### src/rtl/lgn_frame_tx.sv
// Packs a 1-pixel-per-cycle binarized frame into bytes for the classifier's
// input shift register, then captures the settled argmax result.
module lgn_frame_tx #(
  parameter int PIXELS        = 256,
  parameter int SETTLE_CYCLES = 2
) (
  input  logic       clk,
  input  logic       rst,
  input  logic       pix_valid,
  output logic       pix_ready,
  input  logic       pix_data,
  input  logic       pix_last,
  output logic [7:0] tx_data,
  output logic       tx_we,
  input  logic [3:0] res_index,
  input  logic [7:0] res_value,
  output logic       out_valid,
  input  logic       out_ready,
  output logic [3:0] out_index,
  output logic [7:0] out_value,
  output logic       frame_err,
  output logic       busy
);

  localparam int NBYTES = PIXELS / 8;
  localparam int CW     = $clog2(PIXELS);
  localparam int BW     = $clog2(NBYTES + 1);
  localparam int SW     = $clog2(SETTLE_CYCLES + 1);

  typedef enum logic [2:0] {IDLE, FILL, PAD, SETTLE, HOLD} state_t;

  state_t        state_reg;
  logic [CW-1:0] pix_cnt_reg;
  logic [6:0]    pack_reg;
  logic [BW-1:0] byte_cnt_reg;
  logic [SW-1:0] settle_cnt_reg;

  logic          accept;
  logic          last_pix;
  logic [7:0]    byte_full;
  logic [7:0]    byte_padded;
  logic [BW-1:0] byte_idx;

  assign accept      = pix_valid & pix_ready;
  assign last_pix    = (pix_cnt_reg == CW'(PIXELS - 1));
  assign byte_full   = {pack_reg, pix_data};
  // Early pix_last: left-align the partial byte so the missing pixels read as zero.
  assign byte_padded = byte_full << (3'd7 - pix_cnt_reg[2:0]);
  assign byte_idx    = BW'(pix_cnt_reg >> 3);
  assign busy        = (state_reg != IDLE);

  always_ff @(posedge clk or posedge rst) begin
    if (rst) begin
      state_reg      <= IDLE;
      pix_cnt_reg    <= '0;
      pack_reg       <= '0;
      byte_cnt_reg   <= '0;
      settle_cnt_reg <= '0;
      pix_ready      <= 1'b0;
      tx_data        <= '0;
      tx_we          <= 1'b0;
      out_valid      <= 1'b0;
      out_index      <= '0;
      out_value      <= '0;
      frame_err      <= 1'b0;
    end else begin
      tx_we     <= 1'b0;
      frame_err <= 1'b0;
      unique case (state_reg)
        IDLE, FILL: begin
          pix_ready <= 1'b1;
          if (accept) begin
            state_reg   <= FILL;
            pack_reg    <= byte_full[6:0];
            pix_cnt_reg <= pix_cnt_reg + 1'b1;
            if (last_pix) begin
              tx_data        <= byte_full;
              tx_we          <= 1'b1;
              pix_ready      <= 1'b0;
              frame_err      <= ~pix_last;
              settle_cnt_reg <= '0;
              state_reg      <= SETTLE;
            end else if (pix_last) begin
              tx_data        <= byte_padded;
              tx_we          <= 1'b1;
              pix_ready      <= 1'b0;
              frame_err      <= 1'b1;
              byte_cnt_reg   <= byte_idx + 1'b1;
              settle_cnt_reg <= '0;
              state_reg      <= (byte_idx == BW'(NBYTES - 1)) ? SETTLE : PAD;
            end else if (pix_cnt_reg[2:0] == 3'd7) begin
              tx_data <= byte_full;
              tx_we   <= 1'b1;
            end
          end
        end
        PAD: begin
          // byte_cnt_reg counts bytes already strobed; this cycle emits one more.
          tx_data      <= '0;
          tx_we        <= 1'b1;
          byte_cnt_reg <= byte_cnt_reg + 1'b1;
          if (byte_cnt_reg == BW'(NBYTES - 1)) begin
            settle_cnt_reg <= '0;
            state_reg      <= SETTLE;
          end
        end
        SETTLE: begin
          if (settle_cnt_reg == SW'(SETTLE_CYCLES)) begin
            out_index <= res_index;
            out_value <= res_value;
            out_valid <= 1'b1;
            state_reg <= HOLD;
          end else begin
            settle_cnt_reg <= settle_cnt_reg + 1'b1;
          end
        end
        HOLD: begin
          if (out_ready) begin
            out_valid   <= 1'b0;
            pix_ready   <= 1'b1;
            pix_cnt_reg <= '0;
            state_reg   <= IDLE;
          end
        end
        default: state_reg <= IDLE;
      endcase
    end
  end

endmodule
### config.mk
export PLATFORM = sky130hd
export DESIGN_NAME = lgn_frame_tx
export DESIGN_NICKNAME = d
export VERILOG_FILES = /design/src/rtl/lgn_frame_tx.sv
export SDC_FILE = /design/constraint.sdc
export NUM_CORES = 1
export LEC_CHECK = 0
export ABC_AREA = 1
export ABC_CLOCK_PERIOD_IN_PS = 2500
export CORE_MARGIN = 2
export CORE_UTILIZATION = 35
export CTS_BUF_LIST = sky130_fd_sc_hd__clkbuf_4
export DETAILED_ROUTE_END_ITERATION = 6
export PLACE_DENSITY_LB_ADDON = 0.3
export SLEW_MARGIN = 20
export SYNTH_ARGS = -nofsm -noshare
export SYNTH_HDL_FRONTEND = slang
export SYNTH_SLANG_ARGS = --single-unit
export TNS_END_PERCENT = 20
### constraint.sdc
create_clock -name clk -period 2.5 [get_ports clk]
set_clock_uncertainty 0.2 [all_clocks]
set_input_delay 0.375 -clock clk [delete_from_list [all_inputs] [get_ports clk]]
set_output_delay 0.375 -clock clk [all_outputs]
set_load 0.03 [all_outputs]
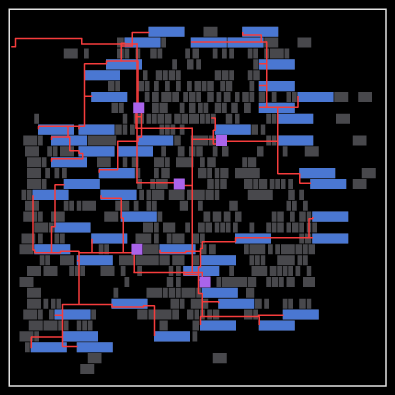
(run_1/clk_routes.png)
(4 px per um)
- red: clock wires (length 659 um)
- blue: flip-flops (count 50)
- purple: clock drivers (count 5)
- routed clock nets: 6
- flops lie: widely spread

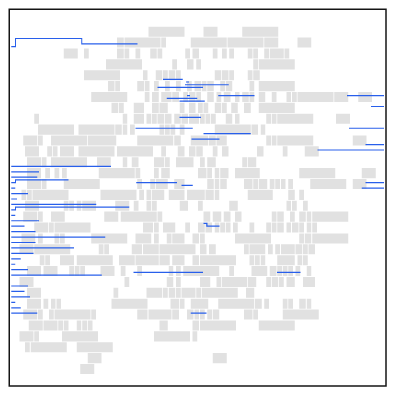
(run_1/layer_met3.png)
(4 px per um)
- nets with wire on the layer: 47
- longest straight run: 28.3 um
- share of all routed wire: 7.0%

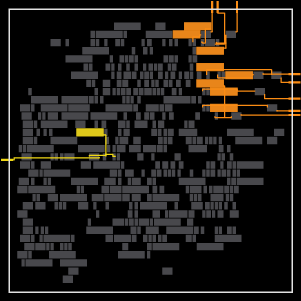
(run_1/io_fan.png)
(3 px per um)
- yellow: `pix_ready` (bits 1; direction output; end cells 1; wire 48.2 um)
- orange: `tx_data` (bits 8; direction output; end cells 8; wire 196 um)
Boundary Pins: 43
port bufs: 42

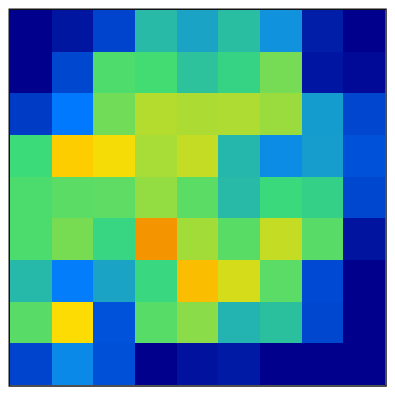
(run_1/cell_density.png)
(4 px per um) The die is cut into 9 by 9 equal tiles; dark blue is low, red is high, 0 to 100% covered.
- fullest tile: 83%
- mean over tiles: 37%
- tiles over 75% full: 3.7%
- emptiest ninth of the die: bottom right
- nearly empty tiles: 11%
Initial Util: 36.4%
Core Box Area: 7770 sq um
post-layout util: 43.7%

==> results.sh, run 1 <==
# implementation run metrics
export IMPL_status="finished clean"
export IMPL_grt_overflow=0
export IMPL_relSlewSlack_pct=66.5
export IMPL_synth_top_area_share_pct=44.3
export IMPL_worst_pin_slew_ps=502
export IMPL_final_cells=512
export IMPL_async_flop_share_pct=100
export IMPL_crit_type="reg -> out"
export IMPL_startpoint_type="flop"
export IMPL_gp_congestion=0.824
export IMPL_grt_pass1_wl_um=11100
export IMPL_hold_viol=0
export IMPL_slowest_stage="clkdlybuf4s50_1"
export IMPL_syn_inst=366
export IMPL_via_count=2432
export IMPL_cts_resized=0
export IMPL_common_cells="nand2_1 (137), dfrtp_1 (50), inv_1 (35), o21ai_0 (28), nand3_1 (24)"
export IMPL_worstPathArrival_ps=1840
export IMPL_antenna_found_initial=0
export IMPL_ys_seq_elements=50
export IMPL_clk_pin_slew_ps=140
export IMPL_max_freq_mhz=414
export IMPL_syn_avg_cell_area_sq_um=7.72
export IMPL_fin_crit_ps=2410
export IMPL_dp_hpwl_um=4720
export IMPL_final_nets=432
export IMPL_worstSkewPairLatency_ps=380
export IMPL_synth_largest_area_cell="dfrtp_1"
export IMPL_dp_cells=504
export IMPL_post_route_drc_count=0
export IMPL_dieArea_sq_um=8800
export IMPL_ys_seq_share_pct=44.3
export IMPL_crit_chain="inv_1 -> nand3_1 -> clkdlybuf4s50_1"
export IMPL_cpPeakStageDelay_ps=670
export IMPL_p_per_area_nw_per_um2=1200
export IMPL_dp_slack_ps=286
export IMPL_logic_area_sq_um=1340
export IMPL_synthToLayoutAreaGrowth_pct=20.2
export IMPL_synth_warnings=0
export IMPL_cts_root_buffer="clkbuf_4"
export IMPL_edf_count=0
export IMPL_synth_nets=389
-- run 1: logic make-up (layout without fill, tap and decap cells) --
| logic type | after synthesis | after routing | synth area share (%) |
|---|---|---|---|
| xor gates and xnor gates | 4 | 4 | 1.24 |
| and+or+nand+nor | 204 | 204 | 34.0 |
| buffers and inverters | 51 | 95 | 8.11 |
| adders and majority gates | 5 | 5 | 2.22 |
| AOI/OAI and AO/OA | 52 | 52 | 10.1 |
| DFF | 50 | 50 | 44.3 |
-- run 1: report_power, final --
group          switching [W]  internal, W  total [W]
registers           0.000311      0.00114    0.00145
logic                0.00142     0.000828    0.00224
clock network       0.000255     0.000117   0.000372
total                0.00198      0.00209    0.00407
-- run 1: area by class of cell --
class                   instances  share of cell area [%]
multi-input cells             265                    39.6
flip-flops and latches         50                    36.9
well taps                     102                    3.76
repair buffers                 45                    13.4
clock inverters                 2                   0.258
inverters                      42                    4.79
clock buffers                   6                    1.33
-- run 1: per-stage QoR --
stage	hold WS [ps]	power (W)	instance area, sq um
final	130	0.00407	3390
after global routing	178	0.00445	3390
after CTS	140	0.00410	3390
after detailed placement	262	0.00372	3340
after global placement	252	0.00370	3340
after floorplan	253	0.00304	2820
-- run 1: worst paths after layout --
check	endpoint	slack, ps	cells after the start
min reg2reg	out_value[4]	290	2
max	busy	90	3
max in group asynchronous	pix_cnt_reg[2]	1440	3
min in group clk	out_value[4]	290	2
min	pack_reg[1]	130	2
max reg2reg	tx_data[2]	260	12
-- run 1: layer usage --
metal,up-vias,wire length [um],part of all wire [%],GRT usage (%)
met5,-,0,0,0
met4,0,74,1.2,4.47
met3,8,438,7.0,4.65
met2,64,2560,41,22.1
met1,1107,3210,51,23.2
li1,1253,-,-,-
--- run 2 (diff from run 1) ---
--- a/config.mk
+++ b/config.mk
@@ -6,7 +6,7 @@
 export NUM_CORES = 1
 export LEC_CHECK = 0
 export ABC_AREA = 1
-export ABC_CLOCK_PERIOD_IN_PS = 2500
+export ABC_CLOCK_PERIOD_IN_PS = 2700
 export CORE_MARGIN = 2
 export CORE_UTILIZATION = 35
 export CTS_BUF_LIST = sky130_fd_sc_hd__clkbuf_4
==> constraint.sdc (replaced) <==
create_clock -name clk -period 2.7 [get_ports clk]
set_clock_uncertainty 0.2 [all_clocks]
set_input_delay 0.405 -clock clk [delete_from_list [all_inputs] [get_ports clk]]
set_output_delay 0.405 -clock clk [all_outputs]
set_load 0.03 [all_outputs]
==> results.sh, run 2 <==
# implementation run metrics
export IMPL_synthToLayoutAreaGrowth_pct=20.1
export IMPL_common_cells="nand2_1 (137), dfrtp_1 (50), inv_1 (35), o21ai_0 (28), nand3_1 (24)"
export IMPL_antenna_found_initial=0
export IMPL_port_buffers=42
export IMPL_post_route_drc_count=0
export IMPL_synth_warnings=0
export IMPL_dp_hpwl_um=4740
export IMPL_ios=43
export IMPL_crit_type="reg -> out"
export IMPL_crit_chain="inv_1 -> nand3_1 -> clkdlybuf4s50_1"
export IMPL_synth_largest_area_cell="dfrtp_1"
export IMPL_aoi_share_pct=10.1
export IMPL_cpPeakStageDelay_ps=670
export IMPL_logic_family="simple AND/OR/NAND/NOR gates"
export IMPL_async_flop_share_pct=100
export IMPL_gp_congestion=0.893
export IMPL_relSlewSlack_pct=56.8
export IMPL_worst_pin_slew_ps=648
export IMPL_place_area_sq_um=3320
export IMPL_max_freq_mhz=407
export IMPL_syn_avg_cell_area_sq_um=7.72
export IMPL_synth_top_area_share_pct=44.3
export IMPL_fp_util_pct=36.4
export IMPL_endpoint="busy"
export IMPL_dieArea_sq_um=8800
export IMPL_r2r_cells=12
export IMPL_hold_viol=0
export IMPL_final_cell_area_sq_um=3390
export IMPL_ys_seq_share_pct=44.3
export IMPL_p_total_w=0.00385
export IMPL_cts_root_buffer="clkbuf_4"
export IMPL_startpoint_type="flop"
export IMPL_edf_count=0
export IMPL_status="finished clean"
export IMPL_worstPathArrival_ps=1850
export IMPL_via_count=2425
export IMPL_worstSkewPairLatency_ps=370
export IMPL_ys_sh_adder_pct=2.22
export IMPL_simple_gate_area_share_pct=34.0
export IMPL_r2r_slack_ps=440
export IMPL_final_nets=431
export IMPL_synthXorXnorAreaFrac_pct=1.24
run 2: cells by family after synthesis:
kind of cell / after synthesis
adder cells (fa/ha/maj): 5
AND-OR/OR-AND: 52
AND/OR/NAND/NOR: 204
flip-flops: 50
XOR/XNOR: 4
buffers and inverters: 51
run 2: final cells by class:
cell class	count	area (sq um)
clock buffer	5	37.5
clock inverter	2	33.8
fill	805	4380
inverter	42	163
multi-input combinational	265	1340
sequential	50	1250
tap	102	128
timing repair buffer	44	435
run 2: stage by stage:
step           util, %  worst slack [ps]  hold WS [ps]  std cells
2_1_floorplan        -               894           253        366
6_report          43.7               244           292        510
3_3_place_gp      42.8               486           254        503
5_1_grt           43.7               178           315        510
3_5_place_dp      42.8               486           263        503
4_1_cts           43.7               226           300        510
run 2: critical path: cells and delay by family, from the launching register on:
kind	cells	cell delay, ps
flip-flops	1	640
buffers and inverters	2	750
AND/OR/NAND/NOR	1	100
run 2: worst min-delay path by stage:
| stage | slack (ps) | from | end | depth (start not counted) |
|---|---|---|---|---|
| after floorplan | 250 | pack_reg[2] | pack_reg[2] | 2 |
| after global placement | 250 | out_value[6] | out_value[6] | 2 |
| after detailed placement | 260 | out_index[2] | out_index[2] | 2 |
| after CTS | 300 | out_value[6] | out_value[6] | 2 |
| after global routing | 310 | tx_data[6] | tx_data[6] | 2 |
| final | 290 | out_value[6] | out_value[6] | 2 |
run 2: routing by layer:
metal,vias up,share of wire (%),GRT usage (%)
met5,-,0,0
met4,0,1.1,3.99
met3,6,6.6,4.33
met2,61,43,22.3
met1,1100,49,22.4
li1,1258,-,-
run 2: report_power, final:
part	leakage [nW]	switching [W]	total, W	internal (W)
clock network	0.0387	0.000232	0.000419	0.000187
registers	0.636	0.000286	0.00135	0.00106
logic	0.963	0.00132	0.00208	0.000765
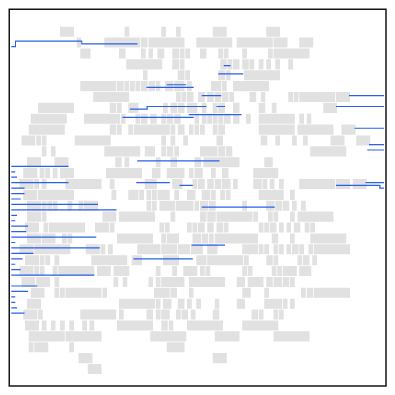
(run_2/layer_met3.png)
(4 px per um)
- main direction: horizontal
- nets with wire on the layer: 46
- longest straight run: 26.0 um
- share of all routed wire: 6.6%
total wire length: 6360 um
grt met3 use: 4.33%

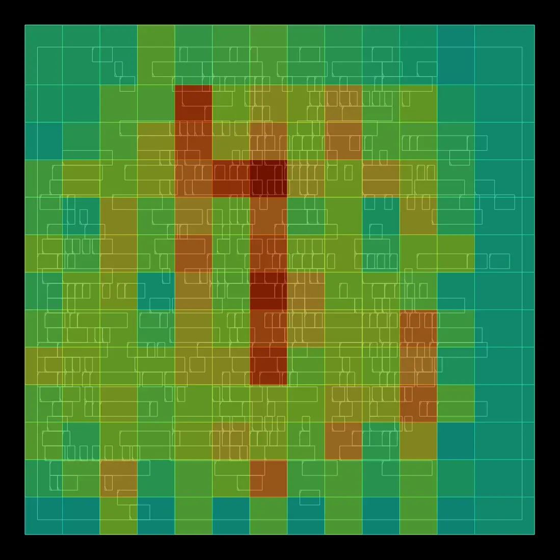
(run_2/congestion.png)
Top Usage Layer GRT: met1
All-Layer GR Usage: 15.4%
global routing usage on met2: 22.3%

Power and IR drop assume default switching activity.
